### config.mk
export PLATFORM = sky130hd
export DESIGN_NAME = decode_stage
export DESIGN_NICKNAME = d
export VERILOG_FILES = /design/src/rtl/otter_pkg.sv /design/src/rtl/reg_file.sv /design/src/rtl/decode_stage.sv
export SDC_FILE = /design/constraint.sdc
export NUM_CORES = 2
export LEC_CHECK = 0
export CAP_MARGIN = 10
export CELL_PAD_IN_SITES_DETAIL_PLACEMENT = 1
export CELL_PAD_IN_SITES_GLOBAL_PLACEMENT = 2
export CORE_AREA = 2 2 422 424
export CTS_CLUSTER_DIAMETER = 50
export DETAILED_ROUTE_END_ITERATION = 8
export DIE_AREA = 0 0 424 426
export GPL_ROUTABILITY_DRIVEN = 0
export PLACE_DENSITY_LB_ADDON = 0.15
export SYNTH_ARGS = -nofsm -noshare
export SYNTH_HDL_FRONTEND = slang
export SYNTH_SLANG_ARGS = --single-unit
### constraint.sdc
create_clock -name CLOCK -period 3.03 [get_ports CLOCK]
set_input_delay 0.606 -clock CLOCK [delete_from_list [all_inputs] [get_ports CLOCK]]
set_output_delay 0.606 -clock CLOCK [all_outputs]
set_load 0.05 [all_outputs]
### src/rtl/otter_pkg.sv
// Shared definitions for the decode stage: opcodes, ALU codes, mux selects and the ID/EX control bundle.
// Latency: n/a (definitions only).
// Backpressure: n/a. Also holds the helpers that say which opcodes read rs1/rs2.
package otter_pkg;

    localparam logic [6:0] OPC_OP     = 7'b0110011;
    localparam logic [6:0] OPC_OP_IMM = 7'b0010011;
    localparam logic [6:0] OPC_LUI    = 7'b0110111;
    localparam logic [6:0] OPC_AUIPC  = 7'b0010111;
    localparam logic [6:0] OPC_LOAD   = 7'b0000011;
    localparam logic [6:0] OPC_STORE  = 7'b0100011;
    localparam logic [6:0] OPC_BRANCH = 7'b1100011;
    localparam logic [6:0] OPC_JAL    = 7'b1101111;
    localparam logic [6:0] OPC_JALR   = 7'b1100111;

    typedef enum logic [3:0] {
        ALU_ADD  = 4'b0000,
        ALU_SLL  = 4'b0001,
        ALU_SLT  = 4'b0010,
        ALU_SLTU = 4'b0011,
        ALU_XOR  = 4'b0100,
        ALU_SRL  = 4'b0101,
        ALU_OR   = 4'b0110,
        ALU_AND  = 4'b0111,
        ALU_SUB  = 4'b1000,
        ALU_SRA  = 4'b1101
    } alu_fun_t;

    localparam logic [1:0] SRCA_RS1  = 2'd0;
    localparam logic [1:0] SRCA_PC   = 2'd1;
    localparam logic [1:0] SRCA_ZERO = 2'd2;

    localparam logic       SRCB_RS2  = 1'b0;
    localparam logic       SRCB_IMM  = 1'b1;

    localparam logic [1:0] WR_ALU    = 2'd0;
    localparam logic [1:0] WR_MEM    = 2'd1;
    localparam logic [1:0] WR_PC4    = 2'd2;

    // alu_fun is a plain vector: OP instructions pass {ir[30],funct3}
    // straight through, which can land on codes outside alu_fun_t.
    typedef struct packed {
        logic [3:0] alu_fun;
        logic [1:0] srca_sel;
        logic       srcb_sel;
        logic [1:0] rf_wr_sel;
        logic       reg_write;
        logic       mem_read;
        logic       mem_write;
        logic       branch;
        logic       jump;
    } idex_ctrl_t;

    function automatic logic uses_rs1(input logic [6:0] opc);
        case (opc)
            OPC_OP, OPC_OP_IMM, OPC_LOAD, OPC_STORE, OPC_BRANCH, OPC_JALR: return 1'b1;
            default: return 1'b0;
        endcase
    endfunction

    function automatic logic uses_rs2(input logic [6:0] opc);
        case (opc)
            OPC_OP, OPC_STORE, OPC_BRANCH: return 1'b1;
            default: return 1'b0;
        endcase
    endfunction

endpackage

### src/rtl/reg_file.sv
// 32x32 register file, x0 hard-wired to zero, writeback-to-read bypass.
// Latency: reads combinational, writes land on the next posedge CLOCK.
// Backpressure: none. Ports: i_we/i_wa/i_wd write port, i_ra1/i_ra2 -> o_rd1/o_rd2 read ports.
module reg_file #(
    parameter int XLEN  = 32,
    parameter int NREGS = 32
) (
    input  logic            CLOCK,
    input  logic            RESET,
    input  logic            i_we,
    input  logic [4:0]      i_wa,
    input  logic [XLEN-1:0] i_wd,
    input  logic [4:0]      i_ra1,
    input  logic [4:0]      i_ra2,
    output logic [XLEN-1:0] o_rd1,
    output logic [XLEN-1:0] o_rd2
);

    logic [XLEN-1:0] r_mem [NREGS];
    logic            w_wr_ok;
    logic            w_byp1;
    logic            w_byp2;

    assign w_wr_ok = i_we && (i_wa != 5'd0);

    always_ff @(posedge CLOCK) begin
        if (RESET) begin
            for (int i = 0; i < NREGS; i++) begin
                r_mem[i] <= '0;
            end
        end else if (w_wr_ok) begin
            r_mem[i_wa] <= i_wd;
        end
    end

    // Same-cycle writeback is forwarded so decode never sees a stale value.
    assign w_byp1 = w_wr_ok && (i_wa == i_ra1);
    assign w_byp2 = w_wr_ok && (i_wa == i_ra2);

    assign o_rd1 = (i_ra1 == 5'd0) ? '0 : (w_byp1 ? i_wd : r_mem[i_ra1]);
    assign o_rd2 = (i_ra2 == 5'd0) ? '0 : (w_byp2 ? i_wd : r_mem[i_ra2]);

endmodule

### src/rtl/decode_stage.sv
// Instruction decode: register read, immediate generation, control decode, load-use stall, ID/EX register.
// Latency: 1 cycle IF/ID -> ID/EX; every ID/EX field reloads on every posedge CLOCK.
// Backpressure: PC_WRITE/IF_ID_WRITE drop for one cycle on a load-use hazard; FLUSH overrides the stall.
// Ports: IF_ID_* in from fetch, WB_* writeback, FLUSH from execute, ID_EX_* registered out.
module decode_stage
    import otter_pkg::*;
#(
    parameter int XLEN  = 32,
    parameter int NREGS = 32
) (
    input  logic            CLOCK,
    input  logic            RESET,
    input  logic [31:0]     IF_ID_IR,
    input  logic [XLEN-1:0] IF_ID_PC,
    input  logic [XLEN-1:0] IF_ID_PC_4,
    input  logic            FLUSH,
    input  logic            WB_WE,
    input  logic [4:0]      WB_RD,
    input  logic [XLEN-1:0] WB_DATA,
    output logic            PC_WRITE,
    output logic            IF_ID_WRITE,
    output logic [XLEN-1:0] ID_EX_PC,
    output logic [XLEN-1:0] ID_EX_PC_4,
    output logic [XLEN-1:0] ID_EX_RS1_DATA,
    output logic [XLEN-1:0] ID_EX_RS2_DATA,
    output logic [XLEN-1:0] ID_EX_IMM,
    output logic [4:0]      ID_EX_RS1,
    output logic [4:0]      ID_EX_RS2,
    output logic [4:0]      ID_EX_RD,
    output logic [2:0]      ID_EX_FUNCT3,
    output logic [3:0]      ID_EX_ALU_FUN,
    output logic [1:0]      ID_EX_SRCA_SEL,
    output logic            ID_EX_SRCB_SEL,
    output logic [1:0]      ID_EX_RF_WR_SEL,
    output logic            ID_EX_REG_WRITE,
    output logic            ID_EX_MEM_READ,
    output logic            ID_EX_MEM_WRITE,
    output logic            ID_EX_BRANCH,
    output logic            ID_EX_JUMP
);

    logic [6:0]      w_opc;
    logic [4:0]      w_rs1;
    logic [4:0]      w_rs2;
    logic [4:0]      w_rd;
    logic [2:0]      w_f3;
    logic [XLEN-1:0] w_rs1_data;
    logic [XLEN-1:0] w_rs2_data;
    logic [XLEN-1:0] w_imm;
    idex_ctrl_t      w_ctrl;
    idex_ctrl_t      w_ctrl_nxt;
    logic            w_stall;
    logic            w_bubble;

    logic [XLEN-1:0] r_pc;
    logic [XLEN-1:0] r_pc_4;
    logic [XLEN-1:0] r_rs1_data;
    logic [XLEN-1:0] r_rs2_data;
    logic [XLEN-1:0] r_imm;
    logic [4:0]      r_rs1;
    logic [4:0]      r_rs2;
    logic [4:0]      r_rd;
    logic [2:0]      r_f3;
    idex_ctrl_t      r_ctrl;

    assign w_opc = IF_ID_IR[6:0];
    assign w_rd  = IF_ID_IR[11:7];
    assign w_f3  = IF_ID_IR[14:12];
    assign w_rs1 = IF_ID_IR[19:15];
    assign w_rs2 = IF_ID_IR[24:20];

    reg_file #(.XLEN(XLEN), .NREGS(NREGS)) u_reg_file (
        .CLOCK (CLOCK),
        .RESET (RESET),
        .i_we  (WB_WE),
        .i_wa  (WB_RD),
        .i_wd  (WB_DATA),
        .i_ra1 (w_rs1),
        .i_ra2 (w_rs2),
        .o_rd1 (w_rs1_data),
        .o_rd2 (w_rs2_data)
    );

    // Immediate generator; opcodes without an immediate yield zero.
    always_comb begin
        w_imm = '0;
        case (w_opc)
            OPC_LOAD, OPC_OP_IMM, OPC_JALR:
                w_imm = {{20{IF_ID_IR[31]}}, IF_ID_IR[31:20]};
            OPC_STORE:
                w_imm = {{20{IF_ID_IR[31]}}, IF_ID_IR[31:25], IF_ID_IR[11:7]};
            OPC_BRANCH:
                w_imm = {{20{IF_ID_IR[31]}}, IF_ID_IR[7], IF_ID_IR[30:25], IF_ID_IR[11:8], 1'b0};
            OPC_LUI, OPC_AUIPC:
                w_imm = {IF_ID_IR[31:12], 12'b0};
            OPC_JAL:
                w_imm = {{12{IF_ID_IR[31]}}, IF_ID_IR[19:12], IF_ID_IR[20], IF_ID_IR[30:21], 1'b0};
            default: w_imm = '0;
        endcase
    end

    // Main control decoder; unknown opcodes decode to an all-zero bubble.
    always_comb begin
        w_ctrl = '0;
        case (w_opc)
            OPC_OP: begin
                w_ctrl.alu_fun   = {IF_ID_IR[30], w_f3};
                w_ctrl.reg_write = 1'b1;
            end
            OPC_OP_IMM: begin
                // ir[30] selects SRA over SRL only; elsewhere it is immediate bits.
                w_ctrl.alu_fun   = {(w_f3 == 3'b101) ? IF_ID_IR[30] : 1'b0, w_f3};
                w_ctrl.srcb_sel  = SRCB_IMM;
                w_ctrl.reg_write = 1'b1;
            end
            OPC_LUI: begin
                w_ctrl.srca_sel  = SRCA_ZERO;
                w_ctrl.srcb_sel  = SRCB_IMM;
                w_ctrl.reg_write = 1'b1;
            end
            OPC_AUIPC: begin
                w_ctrl.srca_sel  = SRCA_PC;
                w_ctrl.srcb_sel  = SRCB_IMM;
                w_ctrl.reg_write = 1'b1;
            end
            OPC_LOAD: begin
                w_ctrl.srcb_sel  = SRCB_IMM;
                w_ctrl.rf_wr_sel = WR_MEM;
                w_ctrl.mem_read  = 1'b1;
                w_ctrl.reg_write = 1'b1;
            end
            OPC_STORE: begin
                w_ctrl.srcb_sel  = SRCB_IMM;
                w_ctrl.mem_write = 1'b1;
            end
            OPC_BRANCH: begin
                w_ctrl.branch    = 1'b1;
            end
            OPC_JAL: begin
                w_ctrl.srca_sel  = SRCA_PC;
                w_ctrl.srcb_sel  = SRCB_IMM;
                w_ctrl.rf_wr_sel = WR_PC4;
                w_ctrl.reg_write = 1'b1;
                w_ctrl.jump      = 1'b1;
            end
            OPC_JALR: begin
                w_ctrl.srcb_sel  = SRCB_IMM;
                w_ctrl.rf_wr_sel = WR_PC4;
                w_ctrl.reg_write = 1'b1;
                w_ctrl.jump      = 1'b1;
            end
            default: w_ctrl = '0;
        endcase
    end

    // Load-use hazard: the load in EX has not produced its data yet. The
    // bubble it inserts clears ID_EX_MEM_READ, so the stall self-limits to one cycle.
    assign w_stall = r_ctrl.mem_read && (r_rd != 5'd0) &&
                     (((r_rd == w_rs1) && uses_rs1(w_opc)) ||
                      ((r_rd == w_rs2) && uses_rs2(w_opc)));

    // A taken branch discards the instruction being decoded, so holding fetch would be wrong.
    assign PC_WRITE    = FLUSH || !w_stall;
    assign IF_ID_WRITE = FLUSH || !w_stall;
    assign w_bubble    = FLUSH || w_stall;

    always_comb begin
        w_ctrl_nxt = w_ctrl;
        if (w_bubble) begin
            w_ctrl_nxt.reg_write = 1'b0;
            w_ctrl_nxt.mem_read  = 1'b0;
            w_ctrl_nxt.mem_write = 1'b0;
            w_ctrl_nxt.branch    = 1'b0;
            w_ctrl_nxt.jump      = 1'b0;
        end
    end

    always_ff @(posedge CLOCK) begin
        if (RESET) begin
            r_pc       <= '0;
            r_pc_4     <= '0;
            r_rs1_data <= '0;
            r_rs2_data <= '0;
            r_imm      <= '0;
            r_rs1      <= '0;
            r_rs2      <= '0;
            r_rd       <= '0;
            r_f3       <= '0;
            r_ctrl     <= '0;
        end else begin
            r_pc       <= IF_ID_PC;
            r_pc_4     <= IF_ID_PC_4;
            r_rs1_data <= w_rs1_data;
            r_rs2_data <= w_rs2_data;
            r_imm      <= w_imm;
            r_rs1      <= w_rs1;
            r_rs2      <= w_rs2;
            r_rd       <= w_rd;
            r_f3       <= w_f3;
            r_ctrl     <= w_ctrl_nxt;
        end
    end

    assign ID_EX_PC        = r_pc;
    assign ID_EX_PC_4      = r_pc_4;
    assign ID_EX_RS1_DATA  = r_rs1_data;
    assign ID_EX_RS2_DATA  = r_rs2_data;
    assign ID_EX_IMM       = r_imm;
    assign ID_EX_RS1       = r_rs1;
    assign ID_EX_RS2       = r_rs2;
    assign ID_EX_RD        = r_rd;
    assign ID_EX_FUNCT3    = r_f3;
    assign ID_EX_ALU_FUN   = r_ctrl.alu_fun;
    assign ID_EX_SRCA_SEL  = r_ctrl.srca_sel;
    assign ID_EX_SRCB_SEL  = r_ctrl.srcb_sel;
    assign ID_EX_RF_WR_SEL = r_ctrl.rf_wr_sel;
    assign ID_EX_REG_WRITE = r_ctrl.reg_write;
    assign ID_EX_MEM_READ  = r_ctrl.mem_read;
    assign ID_EX_MEM_WRITE = r_ctrl.mem_write;
    assign ID_EX_BRANCH    = r_ctrl.branch;
    assign ID_EX_JUMP      = r_ctrl.jump;

endmodule

**Clock distribution**

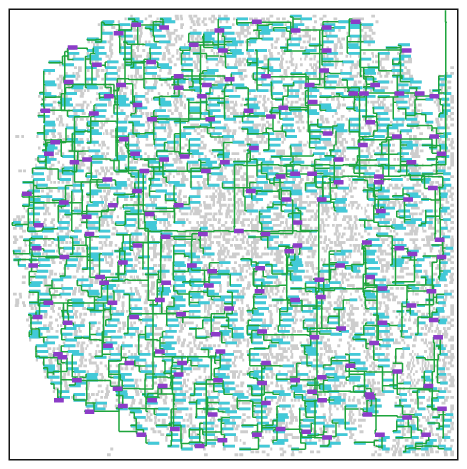
cyan -> flip-flops  # count 1,216
green -> clock wires  # length 18,800 um
purple -> clock drivers  # count 174
flops lie = all over the die
Worst Skew: 37.85 ps
Worst-Skew Late Latency: 840 ps
Clock power frac: 44.6%
clk pwr: 20.8 mW

**Placement view**

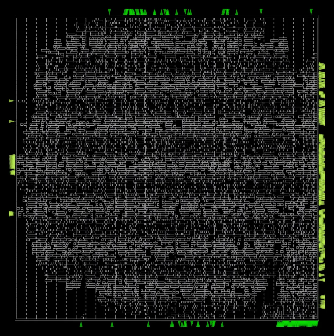
Tap Cells: 2,340
Core Util, Final: 44.41%
flip-flop and latch count: 1,216

**Signal wires by layer**

Bar = 100 um.
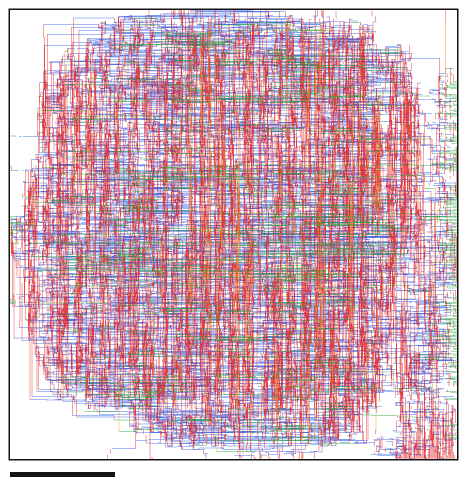
red -> metal 2  # wire length 127 mm
green -> metal 3  # wire length 20.3 mm
blue -> metal 1  # wire length 117 mm
orange -> metal 4  # wire length 9,020 um
routed wire length: 273,200 um
drt wl/cell: 34.71 um

==> flow_summary.json <==
{
  "fp-row-count": 154,
  "nets": 5493,
  "largest_area_cell": "edfxtp_1",
  "arrival_ps": 2330,
  "top_area_cell_class": "registers",
  "grt.total_usage_pct": 29.66,
  "cp_top_family": "buffers and inverters",
  "async_reset_ff_share_pct": 0,
  "power_mw": 46.68,
  "tightest_slew_ps": 1062,
  "finalClockPeriodUsage_pct": 96.94,
  "start_kind": "flip-flop",
  "dpl_worst_slack_ps": -47.63,
  "required_ps": 2420,
  "num_antenna_cells": 27,
  "viasPerCell": 5.784,
  "clkCellAreaFrac_pct": 7.524,
  "yosysTopAreaCellShare_pct": 50.17,
  "leakagePower_nw": 29.75,
  "dp_hpwl_um": 177500,
  "synthFlopType": "edfxtp_1",
  "edf_count": 1024,
  "areaGrowthSynthToFinish_pct": 27.33,
  "crit_type": "reg -> out",
  "sh_seq_area_pct": 44.33,
  "largest_reg_flops": 1024,
  "end_kind": "output pin",
  "clockBufferCount": 220,
  "synth_stat.cells": 4776,
  "hold_viol": 0,
  "cts_buffer_depth": 3,
  "path_buffers": 1,
  "mi_logic_area_um2": 25090,
  "buf_share_pct": 12.14,
  "period_minus_slack_ps": 2937,
  "syn_inst": 4776,
  "coreArea_um2": 175700,
  "netlist_area_um2": 61290,
  "drtIter0Drc": 4481,
  "status": "completed",
  "overflow": 0,
  "path_max_fanout": 1,
  "boundaryPins": 331,
  "setup_viol": 0,
  "yosys-stat-area_um2": 61290,
  "drc": 0
}
==> where the power goes <==
group | internal [mW] | switching (mW)
combinational | 2.41 | 3.82
sequential | 19.1 | 0.577
clock | 12.6 | 8.23
total | 34.0 | 12.6
==> final timing paths <==
check | start | to | slack (ps) | depth (start not counted)
min reg2reg | u_reg_file.r_mem[25][26]$_SDFFCE_PN0P_ | ID_EX_RS2_DATA[26]$_SDFF_PP0_ | 720 | 4
max reg2reg | u_reg_file.r_mem[8][8]$_SDFFCE_PN0P_ | ID_EX_RS2_DATA[8]$_SDFF_PP0_ | 940 | 5
min | IF_ID_IR[15] | ID_EX_IMM[15]$_SDFF_PP0_ | 140 | 3
max | ID_EX_RS1_DATA[18]$_SDFF_PP0_ | ID_EX_RS1_DATA[18] | 90 | 1
==> logic make-up (layout without fill, tap and decap cells) <==
| kind of cell | Yosys count | count (layout) | synth area share [%] |
|---|---|---|---|
| multiplexers | 969 | 969 | 18.09 |
| other | 1 | 59 | 0.006119 |
| flip-flops | 1216 | 1216 | 56.44 |
| AND-OR/OR-AND | 731 | 731 | 8.399 |
| AND/OR/NAND/NOR | 1358 | 1358 | 13.35 |
| buffers and inverters | 481 | 1176 | 3.428 |
| XOR/XNOR | 20 | 20 | 0.2858 |
==> repair_timing <==
item	in CTS	in global routing
pin swaps	1	3
hold buffers	0	0
setup buffers	0	2
gates resized	3	11
endpoints found under the setup margin	3	2
==> per-layer routing <==
layer  GRT usage [%]  routed length, um  up-vias
li1                -                  -    18976
met1           40.46             116600    24078
met2           48.11             127200     2052
met3           4.690              20340      412
met4           9.668               9024        0
met5               0                  0        -
Power is estimated from default activity; no workload was simulated.
